==> config.mk <==
export PLATFORM = sky130hd
export DESIGN_NAME = fill_readout_sequencer
export DESIGN_NICKNAME = d
export VERILOG_FILES = /design/src/rtl/fill_readout_sequencer_pkg.sv /design/src/rtl/fill_readout_sequencer_lowest_bit_select.sv /design/src/rtl/fill_readout_sequencer.sv
export SDC_FILE = /design/constraint.sdc
export NUM_CORES = 1
export LEC_CHECK = 0
export CAP_MARGIN = 40
export CELL_PAD_IN_SITES_DETAIL_PLACEMENT = 0
export CELL_PAD_IN_SITES_GLOBAL_PLACEMENT = 1
export CORE_ASPECT_RATIO = 1.5
export CORE_MARGIN = 4
export CORE_UTILIZATION = 32
export DETAILED_ROUTE_END_ITERATION = 8
export PLACE_DENSITY_LB_ADDON = 0.08
export SYNTH_ARGS = -nofsm -noshare
export SYNTH_HDL_FRONTEND = slang
export SYNTH_SLANG_ARGS = --single-unit
==> constraint.sdc <==
create_clock -name clk -period 4.4 [get_ports clk]
set_input_delay 0.88 -clock clk [delete_from_list [all_inputs] [get_ports clk]]
set_output_delay 0.88 -clock clk [all_outputs]
set_load 0.02 [all_outputs]
==> src/rtl/fill_readout_sequencer_pkg.sv <==
// Shared constants for the fill readout sequencer: one-hot state layout, frame tags, word-count width.
package fill_readout_sequencer_pkg;

  localparam int S_IDLE     = 0;
  localparam int S_HEADER   = 1;
  localparam int S_SELECT   = 2;
  localparam int S_STREAM   = 3;
  localparam int S_TRAILER  = 4;
  localparam int NUM_STATES = 5;

  typedef enum logic [NUM_STATES-1:0] {
    ST_IDLE    = NUM_STATES'(1 << S_IDLE),
    ST_HEADER  = NUM_STATES'(1 << S_HEADER),
    ST_SELECT  = NUM_STATES'(1 << S_SELECT),
    ST_STREAM  = NUM_STATES'(1 << S_STREAM),
    ST_TRAILER = NUM_STATES'(1 << S_TRAILER)
  } state_e;

  localparam logic [7:0] HDR_TAG = 8'hA5;
  localparam logic [7:0] TRL_TAG = 8'h5A;
  localparam int         CNT_W   = 16;

endpackage

==> src/rtl/fill_readout_sequencer_lowest_bit_select.sv <==
// Picks the lowest set bit of a mask: one-hot grant, its index, and a flag when the mask is empty.
// Purely combinational, no latency, no backpressure.
module fill_readout_sequencer_lowest_bit_select #(
  parameter int N     = 5,
  parameter int IDX_W = (N > 1) ? $clog2(N) : 1
) (
  input  logic [N-1:0]     mask,
  output logic [N-1:0]     grant,
  output logic [IDX_W-1:0] index,
  output logic             none
);

  // Scan from the top so the lowest set bit is the last one written.
  always_comb begin
    grant = '0;
    index = '0;
    none  = 1'b1;
    for (int i = N - 1; i >= 0; i--) begin
      if (mask[i]) begin
        grant    = '0;
        grant[i] = 1'b1;
        index    = IDX_W'(i);
        none     = 1'b0;
      end
    end
  end

endmodule

==> src/rtl/fill_readout_sequencer.sv <==
// Per fill-number entry: header, each enabled channel's stream in ascending order, then trailer.
// Channel words pass through with zero latency; every output beat, including header/trailer, waits on out_ready.
module fill_readout_sequencer
  import fill_readout_sequencer_pkg::*;
#(
  parameter int NUM_CHAN       = 5,
  parameter int TRIG_W         = 24,
  parameter int DATA_W         = 32,
  parameter int TIMEOUT_CYCLES = 4096
) (
  input  logic                       clk,
  input  logic                       reset,
  input  logic                       fn_valid,
  input  logic [TRIG_W-1:0]          fn_data,
  output logic                       fn_rd,
  input  logic [NUM_CHAN-1:0]        chan_en,
  output logic [NUM_CHAN-1:0]        chan_req,
  input  logic [NUM_CHAN-1:0]        chan_valid,
  input  logic [NUM_CHAN-1:0]        chan_last,
  input  logic [NUM_CHAN*DATA_W-1:0] chan_data,
  output logic [NUM_CHAN-1:0]        chan_ready,
  output logic                       out_valid,
  output logic [DATA_W-1:0]          out_data,
  output logic                       out_last,
  input  logic                       out_ready,
  output logic                       busy,
  output logic                       timeout_err,
  output logic [NUM_CHAN-1:0]        err_chan
);

  localparam int IDX_W = (NUM_CHAN > 1) ? $clog2(NUM_CHAN) : 1;
  localparam int TMR_W = (TIMEOUT_CYCLES > 1) ? $clog2(TIMEOUT_CYCLES) : 1;
  localparam logic [TMR_W-1:0] TMR_LAST = (TIMEOUT_CYCLES > 0) ? TMR_W'(TIMEOUT_CYCLES - 1) : '0;

  state_e               state_q, state_d;
  logic [TRIG_W-1:0]    trig_q;
  logic [NUM_CHAN-1:0]  mask_q;
  logic [NUM_CHAN-1:0]  grant_q;
  logic [IDX_W-1:0]     sel_q;
  logic [NUM_CHAN-1:0]  err_q;
  logic [CNT_W-1:0]     word_cnt_q;
  logic [TMR_W-1:0]     timer_q;

  logic [NUM_CHAN-1:0]  sel_grant;
  logic [IDX_W-1:0]     sel_idx;
  logic                 sel_none;
  logic                 cur_vld;
  logic                 cur_last;
  logic                 beat;
  logic                 tmo_hit;

  fill_readout_sequencer_lowest_bit_select #(
    .N     (NUM_CHAN),
    .IDX_W (IDX_W)
  ) u_sel (
    .mask  (mask_q),
    .grant (sel_grant),
    .index (sel_idx),
    .none  (sel_none)
  );

  assign cur_vld  = |(chan_valid & grant_q);
  assign cur_last = |(chan_last & grant_q);
  assign beat     = (state_q == ST_STREAM) && cur_vld && out_ready;
  // A beat in the final timer cycle takes priority over abandoning the channel.
  assign tmo_hit  = (TIMEOUT_CYCLES != 0) && (state_q == ST_STREAM) && !beat && (timer_q == TMR_LAST);

  always_ff @(posedge clk or negedge reset) begin
    if (!reset) begin
      state_q <= ST_IDLE;
    end else begin
      state_q <= state_d;
    end
  end

  always_comb begin
    state_d    = state_q;
    fn_rd      = 1'b0;
    out_valid  = 1'b0;
    out_data   = '0;
    out_last   = 1'b0;
    chan_req   = '0;
    chan_ready = '0;
    busy       = (state_q != ST_IDLE);
    case (state_q)
      ST_IDLE: begin
        // Gated with reset so fn_rd is also held low while reset is asserted.
        if (fn_valid && reset) begin
          fn_rd   = 1'b1;
          state_d = ST_HEADER;
        end
      end
      ST_HEADER: begin
        out_valid                = 1'b1;
        out_data[DATA_W-1 -: 8]  = HDR_TAG;
        out_data[TRIG_W-1:0]     = trig_q;
        if (out_ready) state_d = ST_SELECT;
      end
      ST_SELECT: begin
        state_d = sel_none ? ST_TRAILER : ST_STREAM;
      end
      ST_STREAM: begin
        chan_req   = grant_q;
        chan_ready = grant_q & {NUM_CHAN{out_ready}};
        out_valid  = cur_vld;
        out_data   = chan_data[int'(sel_q) * DATA_W +: DATA_W];
        if ((beat && cur_last) || tmo_hit) state_d = ST_SELECT;
      end
      ST_TRAILER: begin
        out_valid                    = 1'b1;
        out_last                     = 1'b1;
        out_data[DATA_W-1 -: 8]      = TRL_TAG;
        out_data[CNT_W +: NUM_CHAN]  = err_q;
        out_data[CNT_W-1:0]          = word_cnt_q;
        if (out_ready) state_d = ST_IDLE;
      end
      default: state_d = ST_IDLE;
    endcase
  end

  always_ff @(posedge clk or negedge reset) begin
    if (!reset) begin
      trig_q      <= '0;
      mask_q      <= '0;
      grant_q     <= '0;
      sel_q       <= '0;
      err_q       <= '0;
      word_cnt_q  <= '0;
      timer_q     <= '0;
      timeout_err <= 1'b0;
      err_chan    <= '0;
    end else begin
      case (state_q)
        ST_IDLE: begin
          if (fn_valid) begin
            trig_q     <= fn_data;
            mask_q     <= chan_en;
            word_cnt_q <= '0;
            err_q      <= '0;
          end
        end
        ST_SELECT: begin
          sel_q   <= sel_idx;
          grant_q <= sel_grant;
          mask_q  <= mask_q & ~sel_grant;
          timer_q <= '0;
        end
        ST_STREAM: begin
          if (beat) begin
            if (word_cnt_q != '1) word_cnt_q <= word_cnt_q + 1'b1;
            timer_q <= '0;
          end else if (tmo_hit) begin
            err_q       <= err_q | grant_q;
            timeout_err <= 1'b1;
            timer_q     <= '0;
          end else begin
            timer_q <= timer_q + 1'b1;
          end
        end
        ST_TRAILER: begin
          if (out_ready) err_chan <= err_q;
        end
        default: ;
      endcase
    end
  end

endmodule

Fig. 1: run 1, clock routing
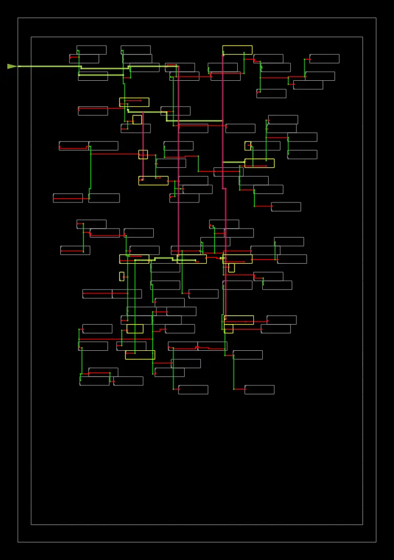
number of sequential cells: 80
Post-Route Skew: 0.00616 ns
total of clock buffers placed in the layout: 11

Fig. 2: run 1, where the registers sit
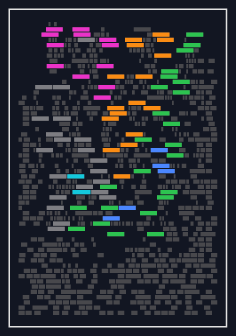
[magenta] timer_q | placed flops: 12
[green] trig_q | placed flops: 24
[blue] err_chan | placed flops: 5
[orange] word_cnt_q | placed flops: 16
[cyan] sel_q | placed flops: 2

==> flow_results.org, run 1 <==
#+TITLE: Synthesis and PnR summary

** Run
- Max-cap violation count :: 0

** Outcome
- Status :: finished clean

** CTS
- Post-CTS Repair Setup Buffers :: 0
- The number of clock sinks came to 80.
- The number of gates resized after CTS was 0.

** Synth
- The gate-level netlist out of Yosys references 55 unique cell types.
- Library cell with the largest summed area after synthesis :: sky130_fd_sc_hd__dfrtp_1
- Cell area after synthesis :: 5170 µm²
- Yosys warning tally :: 0
- Most common library cells after synthesis :: sky130_fd_sc_hd__nand2_1, sky130_fd_sc_hd__dfrtp_1, sky130_fd_sc_hd__a22oi_1
- Syn avg cell area :: about 9.5 µm²
- For this run, asynchronously set or reset flops after synthesis account for 1.00.

** Critical path
- The critical path endpoint has a required time of 3.52 ns.
- Last element of the critical path :: out_data[20]
- Kind of launch point of the worst setup path :: register
- Cell-by-cell listing of the critical path :: buf_4 > mux4_2 > a22oi_1 > o21ai_0 > clkdlybuf4s50_1
- The largest single stage delay on the critical path is 0.80 ns.
- Reg2Reg Setup Slack :: between 1.5 and 2 ns

** Min path
- STA reports the tightest min-delay check as being of type in -> async.

** Pwr
- Per the summary, power density relative to cell area is 306 nW/µm².
- Across the VDD grid, the largest voltage drop is 0.219 mV.

** Floorplanning
- Ports :: 255
- In this run the standard cell core region covers 15800 µm².

** Final timing
- Max_slew headroom :: 0.417
- Final tally of max-slew violations :: 0

** Cells and area
- With fillers left out, the area of the finished cells amounts to 8220 µm².
- Number of nets at the end of the flow :: 992

** Detailed routing
- Dividing the detail-routed wire length by the instance count gives approximately 22 µm.
- In this run the remaining antenna-violating nets after routing total 0.

** Placed design
- Dpl cell area :: 7940 µm²
- Count of input and output buffers :: 254

** Global route
- Global-route wire length before repair :: between 30000 and 40000 µm
- Via count of the first global-routing pass :: 5769
Fig. 3: run 1, PDN straps and rails
Pins as bars on the die edge.
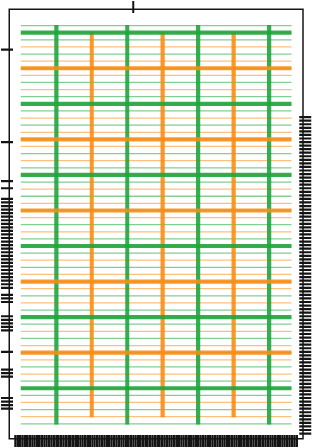
[orange] VDD
[green] VSS
rows: 56
signal pins: 255

Fig. 4: run 1, a small window of the routed layout
Window x 3 to 53, y 98 to 148 µm. Cells in grey, sequential cells in the stronger grey; small squares are vias.
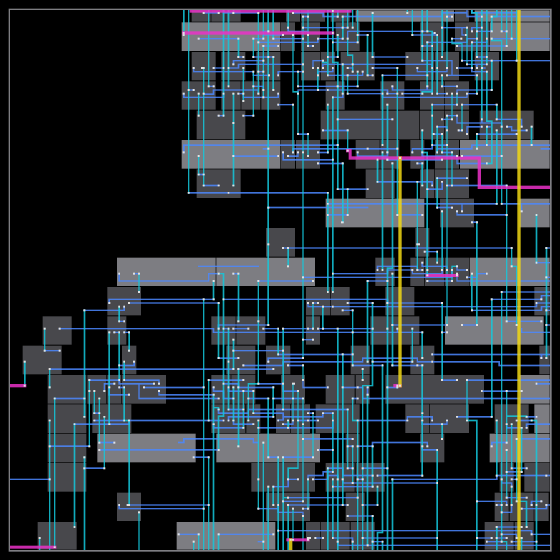
[magenta] metal 3
[blue] metal 1
[yellow] metal 4
[cyan] metal 2
cells with their middle in the window: 117
sequential cells in the window: 13
most frequent: dfrtp_1 (12), nand2_1 (10), nor2_1 (7)
netlist names of flops here include: timer_q (7), mask_q (2), state_q (2)

run 1: stage by stage:
| step | power (µW) | hold slack (ns) | worst slack (ns) | std cells | util |
|---|---|---|---|---|---|
| after CTS | 2540 | 0.420 | 0.492 | 995 | 0.521 |
| after floorplan | 1450 | 0.446 | 1.71 | 543 | - |
| after global routing | 2670 | 0.436 | 0.350 | 997 | 0.521 |
| final | 2520 | 0.418 | 0.578 | 997 | 0.521 |
| after detailed placement | 1840 | 0.456 | 0.716 | 979 | 0.504 |
| after global placement | 1820 | 0.446 | 0.740 | 979 | 0.504 |
run 1: layout make-up:
class | instances | area (µm²)
Fill cell | 1445 | 7550
Multi-Input combinational cell | 421 | 3010
Timing Repair Buffer | 269 | 2650
Sequential cell | 80 | 2000
Tap cell | 203 | 254
Clock buffer | 11 | 243
Clock inverter | 5 | 32.5
Inverter | 6 | 22.5
Antenna cell | 2 | 5.00
run 1: layer usage:
metal,part of all wire,vias to the layer above,global-route usage
li1,-,2567,-
met1,0.38,2703,0.289
met2,0.52,237,0.435
met3,0.069,36,0.0557
met4,0.034,0,0.100
met5,0,-,0
run 1: state kept, by name, summed over array words and instances, names as in the netlist:
signal,cells
err_chan,5
err_q,5
grant_q,5
mask_q,5
sel_q,2
state_q,5
timeout_err,1
timer_q,12
trig_q,24
word_cnt_q,16
run 1: logic make-up after synthesis:
kind of cell               count (synthesis)  share of synthesized area
DFF                                       80                      0.387
AOI/OAI and AO/OA                        171                      0.219
muxes                                     43                      0.163
xor gates and xnor gates                   1                    0.00169
adders and majority gates                  2                    0.00484
and+or+nand+nor                          204                      0.192
buffers and inverters                     42                     0.0329
run 1: power by group:
part	switching [µW]	internal (µW)
clock network	300	395
logic	358	487
registers	135	839
total	794	1720
==> inputs of run 2 (changes only) <==
--- a/config.mk
+++ b/config.mk
@@ -10,7 +10,8 @@
 export CELL_PAD_IN_SITES_GLOBAL_PLACEMENT = 1
 export CORE_ASPECT_RATIO = 1.5
 export CORE_MARGIN = 4
-export CORE_UTILIZATION = 32
+export CORE_UTILIZATION = 33
+export CTS_BUF_LIST = sky130_fd_sc_hd__clkbuf_8
 export DETAILED_ROUTE_END_ITERATION = 8
 export PLACE_DENSITY_LB_ADDON = 0.08
 export SYNTH_ARGS = -nofsm -noshare
Fig. 5: run 2, where the registers sit
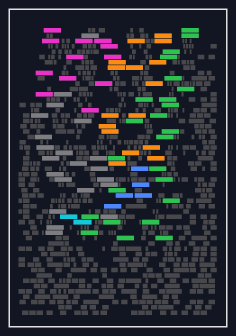
[orange] word_cnt_q | placed flops: 16
[magenta] timer_q | placed flops: 12
[green] trig_q | placed flops: 24
[blue] err_chan | placed flops: 5 | where: centre
[cyan] sel_q | placed flops: 2

Fig. 6: run 2, PDN straps and rails
Pins as bars on the die edge.
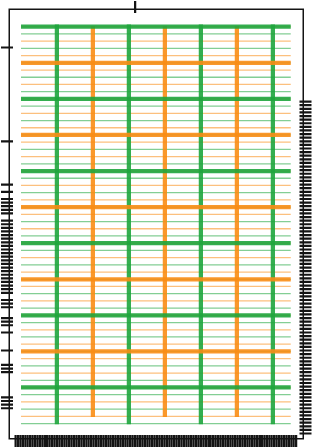
[green] VSS
[orange] VDD
signal pins: 255
met5 straps: 11

==> run 2 against run 1 <==
  * Total power shrank 7.0%
  * Final area shrank 1.1%
  * First-iteration DRC count grew 18%
  * Fmax shrank 4.1%
  * Setup slack lost 0.17 ns
  * Hold slack lost 0.016 ns
  * Critical endpoint is now out_data[2]
  * Highest routed layer is now met5
==> flow_results.org, run 2 <==
#+TITLE: Synthesis and PnR summary

** Outcome
- The run finished with clean final reports.

** Synth
- Post-synthesis async set-or-reset flop share :: 1.00 (unchanged)
- Adders+Majority by Area :: 0.00484 (unchanged)
- Ranked by instance count, the synthesized netlist is headed by sky130_fd_sc_hd__nand2_1, sky130_fd_sc_hd__dfrtp_1, sky130_fd_sc_hd__a22oi_1.
- The share of synthesized area spent on multiplexers came to 0.163 (unchanged).
- Library cell with the largest summed area after synthesis :: sky130_fd_sc_hd__dfrtp_1
- Syn avg cell area :: 9.53 µm² (unchanged)
- The synthesized-area fraction occupied by and/or/nand/nor cells is 0.192 (unchanged).
- Yosys warning tally :: 0 (unchanged)

** Floorplanning
- The placeable core region is 15200 µm² (-3.5%).

** Pwr
- The total power per unit cell area was 288 nW/µm² (-5.9%).
- IR Drop Worst-Case VDD :: 0.180 mV (-18%)

** Critical path
- Data required time at the worst endpoint :: 3.52 ns (about the same)
- Per STA, the worst path is made up of nor2_1 > nand4bb_1 > inv_1 > buf_4 > a22oi_1 > o21ai_0 > clkdlybuf4s50_1.
- The biggest cell delay along the critical path was 0.67 ns (-0.13 ns).

** Cells and area
- Ranked by flip-flop count, first place goes to trig_q.
- Final instance count without filler cells :: 991 (-0.60%)
- Largest registers in the final layout :: trig_q x24, word_cnt_q x16, timer_q x12
- Number of nets at the end of the flow :: 992 (unchanged)

** Placed design
- Count of input and output buffers :: 254 (unchanged)

** Detailed routing
- The routed wire length per instance is 22.4 µm (-0.49%).

** Final timing
- Post-Route Skew :: 0.00937 ns (+0.00322 ns)
run 2: cell counts after synthesis:
No cell type changed its count.
run 2: cell type report:
class                   count  area (µm²)
clock buffers               9         124
clock inverters             7        63.8
fillers                  1402        7080
inverters                   6        22.5
multi-input cells         421        3010
flip-flops and latches     80        2000
well taps                 199         249
repair buffers            269        2660
run 2: worst paths after layout:
kind                                         startpoint                       to  slack, ns  cells after the start
worst min register to register  timeout_err$_DFFE_PN0P_  timeout_err$_DFFE_PN0P_       0.47                      1
min in group clk                timeout_err$_DFFE_PN0P_  timeout_err$_DFFE_PN0P_       0.47                      1
worst max-delay path             state_q[3]$_DFFE_PN0P_              out_data[2]       0.41                      7
max in group asynchronous                         reset     sel_q[0]$_DFFE_PN0P_       2.88                      2
worst max register to register   grant_q[1]$_DFFE_PN0P_   timer_q[5]$_DFFE_PN0P_       1.92                      5
worst min-delay path                              reset   trig_q[11]$_DFFE_PN0P_       0.40                      1
run 2: power breakdown:
part           internal [µW]  switching, µW  total, µW
clock                    257            275        532
combinational            487            353        839
sequential               838            130        967
run 2: through the flow:
stage	setup slack [ns]	utilization	cell area, µm²	hold WS [ns]	total power (µW)
3_3_place_gp	0.785	0.521	7930	0.446	1810
3_5_place_dp	0.779	0.522	7940	0.460	1830
6_report	0.413	0.534	8130	0.402	2340
5_1_grt	0.144	0.534	8130	0.400	2490
4_1_cts	0.366	0.534	8130	0.395	2360
2_1_floorplan	1.71	-	5170	0.446	1450
run 2: routing by layer:
| layer | track usage | part of all wire |
|---|---|---|
| met5 | 0 | 0.00090 |
| met4 | 0.0969 | 0.040 |
| met3 | 0.0612 | 0.082 |
| met2 | 0.433 | 0.50 |
| met1 | 0.291 | 0.37 |
==> inputs of run 3 (changes only) <==
--- a/config.mk
+++ b/config.mk
@@ -9,7 +9,7 @@
 export CELL_PAD_IN_SITES_DETAIL_PLACEMENT = 0
 export CELL_PAD_IN_SITES_GLOBAL_PLACEMENT = 1
 export CORE_ASPECT_RATIO = 1.5
-export CORE_MARGIN = 4
+export CORE_MARGIN = 2
 export CORE_UTILIZATION = 33
 export CTS_BUF_LIST = sky130_fd_sc_hd__clkbuf_8
 export DETAILED_ROUTE_END_ITERATION = 8
Fig. 7: run 3, gate-type map
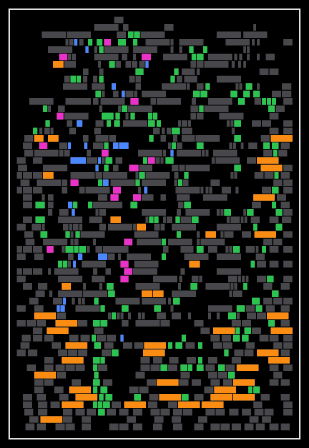
[orange] mux cells | cells: 43 | most used: mux4_2
[green] aoi and oai cells | cells: 153 | most used: a22oi_1 | where: spread over the die
[magenta] non-inverting ao/oa cells | cells: 18 | most used: a22o_1
[blue] nor cells | cells: 25 | most used: nor2_1
Commonest Layout Cell: sky130_fd_sc_hd__clkdlybuf4s50_1
Comb/total area: 0.370
final instance count without filler cells: 993

Fig. 8: run 3, where the registers sit
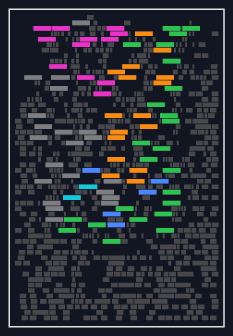
[magenta] timer_q | placed flops: 12
[green] trig_q | placed flops: 24
[blue] err_chan | placed flops: 5 | where: centre
[cyan] sel_q | placed flops: 2
[orange] word_cnt_q | placed flops: 16
not coloured: 21
P_seq: 955 µW
Seq/total area: 0.247
register area: 2000 µm²
final core utilization: 0.524

==> run 3 against run 2 <==
  * First-iteration DRC count decreased by 10%
  * Area after synthesis unchanged
  * Register-to-register slack improved by 0.02 ns
  * Critical path type unchanged
  * Largest cell class unchanged
  * Largest power group unchanged
  * Highest routed layer is now met4
==> flow_results.org, run 3 <==
#+TITLE: Synthesis and PnR summary

** Synth
- At floorplan, the net count of the design was reported as ~750.
- Post-synthesis async set-or-reset flop share :: 1.00 (unchanged)
- Mux share of post-synthesis cell area :: 0.163 (unchanged)
- Library cell with the largest summed area after synthesis :: sky130_fd_sc_hd__dfrtp_1
- The synthesized-area fraction occupied by and/or/nand/nor cells was 0.192 (unchanged).
- Most common library cells after synthesis :: sky130_fd_sc_hd__nand2_1, sky130_fd_sc_hd__dfrtp_1, sky130_fd_sc_hd__a22oi_1
- The mean instance size in the synthesized netlist was 9.53 µm² (unchanged).
- Yosys warning tally :: 0 (unchanged)
- The synthesis report names the predominant flop master as sky130_fd_sc_hd__dfrtp_1.
- The share of synthesized cell area in full adder, half adder and majority cells was 0.00484 (unchanged).

** Cells and area
- The net count reported at finish was 989 (-0.30%).
- The cell area after layout was 8120 µm² (-0.12%).

** Critical path
- The reg2reg setup slack came to 1.94 ns (+0.02 ns).
- Critical path peak fanout :: 25
- Cell-by-cell listing of the critical path :: buf_4 > mux4_2 > a22oi_1 > o21ai_0 > clkdlybuf4s50_1
- Largest stage delay on the critical path :: 0.62 ns (-0.05 ns)
- Data required time at the worst endpoint :: 3.52 ns (about the same)

** Placed design
- Dpl cell area :: 7920 µm² (-0.27%)
- The count of port buffers added during placement was 254 (unchanged).

** Pwr
- The total power per unit cell area was 290 nW/µm² (+0.60%).

** Final timing
- Post-Route Skew :: 0.00707 ns (-0.00231 ns)

** Outcome
- Status :: finished clean

** Floorplanning
- Core footprint :: 15500 µm² (+1.8%)
==> run 3: cell counts after synthesis <==
No cell type changed its count.
==> run 3: through the flow <==
stage / total power [µW] / worst slack (ns) / utilization / instances / hold WS [ns]
6_report: 2350 / 0.578 / 0.524 / 993 / 0.410
5_1_grt: 2510 / 0.387 / 0.524 / 993 / 0.408
4_1_cts: 2380 / 0.499 / 0.524 / 992 / 0.408
3_5_place_dp: 1820 / 0.821 / 0.511 / 976 / 0.452
3_3_place_gp: 1800 / 0.807 / 0.511 / 976 / 0.447
2_1_floorplan: 1450 / 1.71 / - / 543 / 0.446
==> run 3: cell type report <==
cell class	count	area (µm²)
fillers	1437	7370
flip-flops and latches	80	2000
clock buffers	10	138
diodes	1	2.50
multi-input cells	421	3010
clock inverters	6	58.8
repair buffers	266	2630
well taps	203	254
inverters	6	22.5
==> run 3: power breakdown <==
part / switching (µW) / total [µW] / internal, µW
Sequential: 118 / 955 / 838
Clock: 278 / 553 / 275
Combinational: 362 / 842 / 479
Total: 758 / 2350 / 1590
==> run 3: final timing paths <==
kind	cells past startpoint	to	startpoint
max	5	out_data[31]	sel_q[0]$_DFFE_PN0P_
min	1	trig_q[10]$_DFFE_PN0P_	reset
max reg2reg	5	timer_q[9]$_DFFE_PN0P_	grant_q[1]$_DFFE_PN0P_
min reg2reg	1	timeout_err$_DFFE_PN0P_	timeout_err$_DFFE_PN0P_
max in group asynchronous	2	sel_q[0]$_DFFE_PN0P_	reset
min in group clk	1	timeout_err$_DFFE_PN0P_	timeout_err$_DFFE_PN0P_
==> run 3: layer usage <==
layer	up-vias	share of wire	track usage
li1	2559	-	-
met1	2640	0.38	0.288
met2	218	0.52	0.468
met3	38	0.074	0.0654
met4	0	0.029	0.0946
met5	-	0	0
Power is estimated from default activity; no workload was simulated.
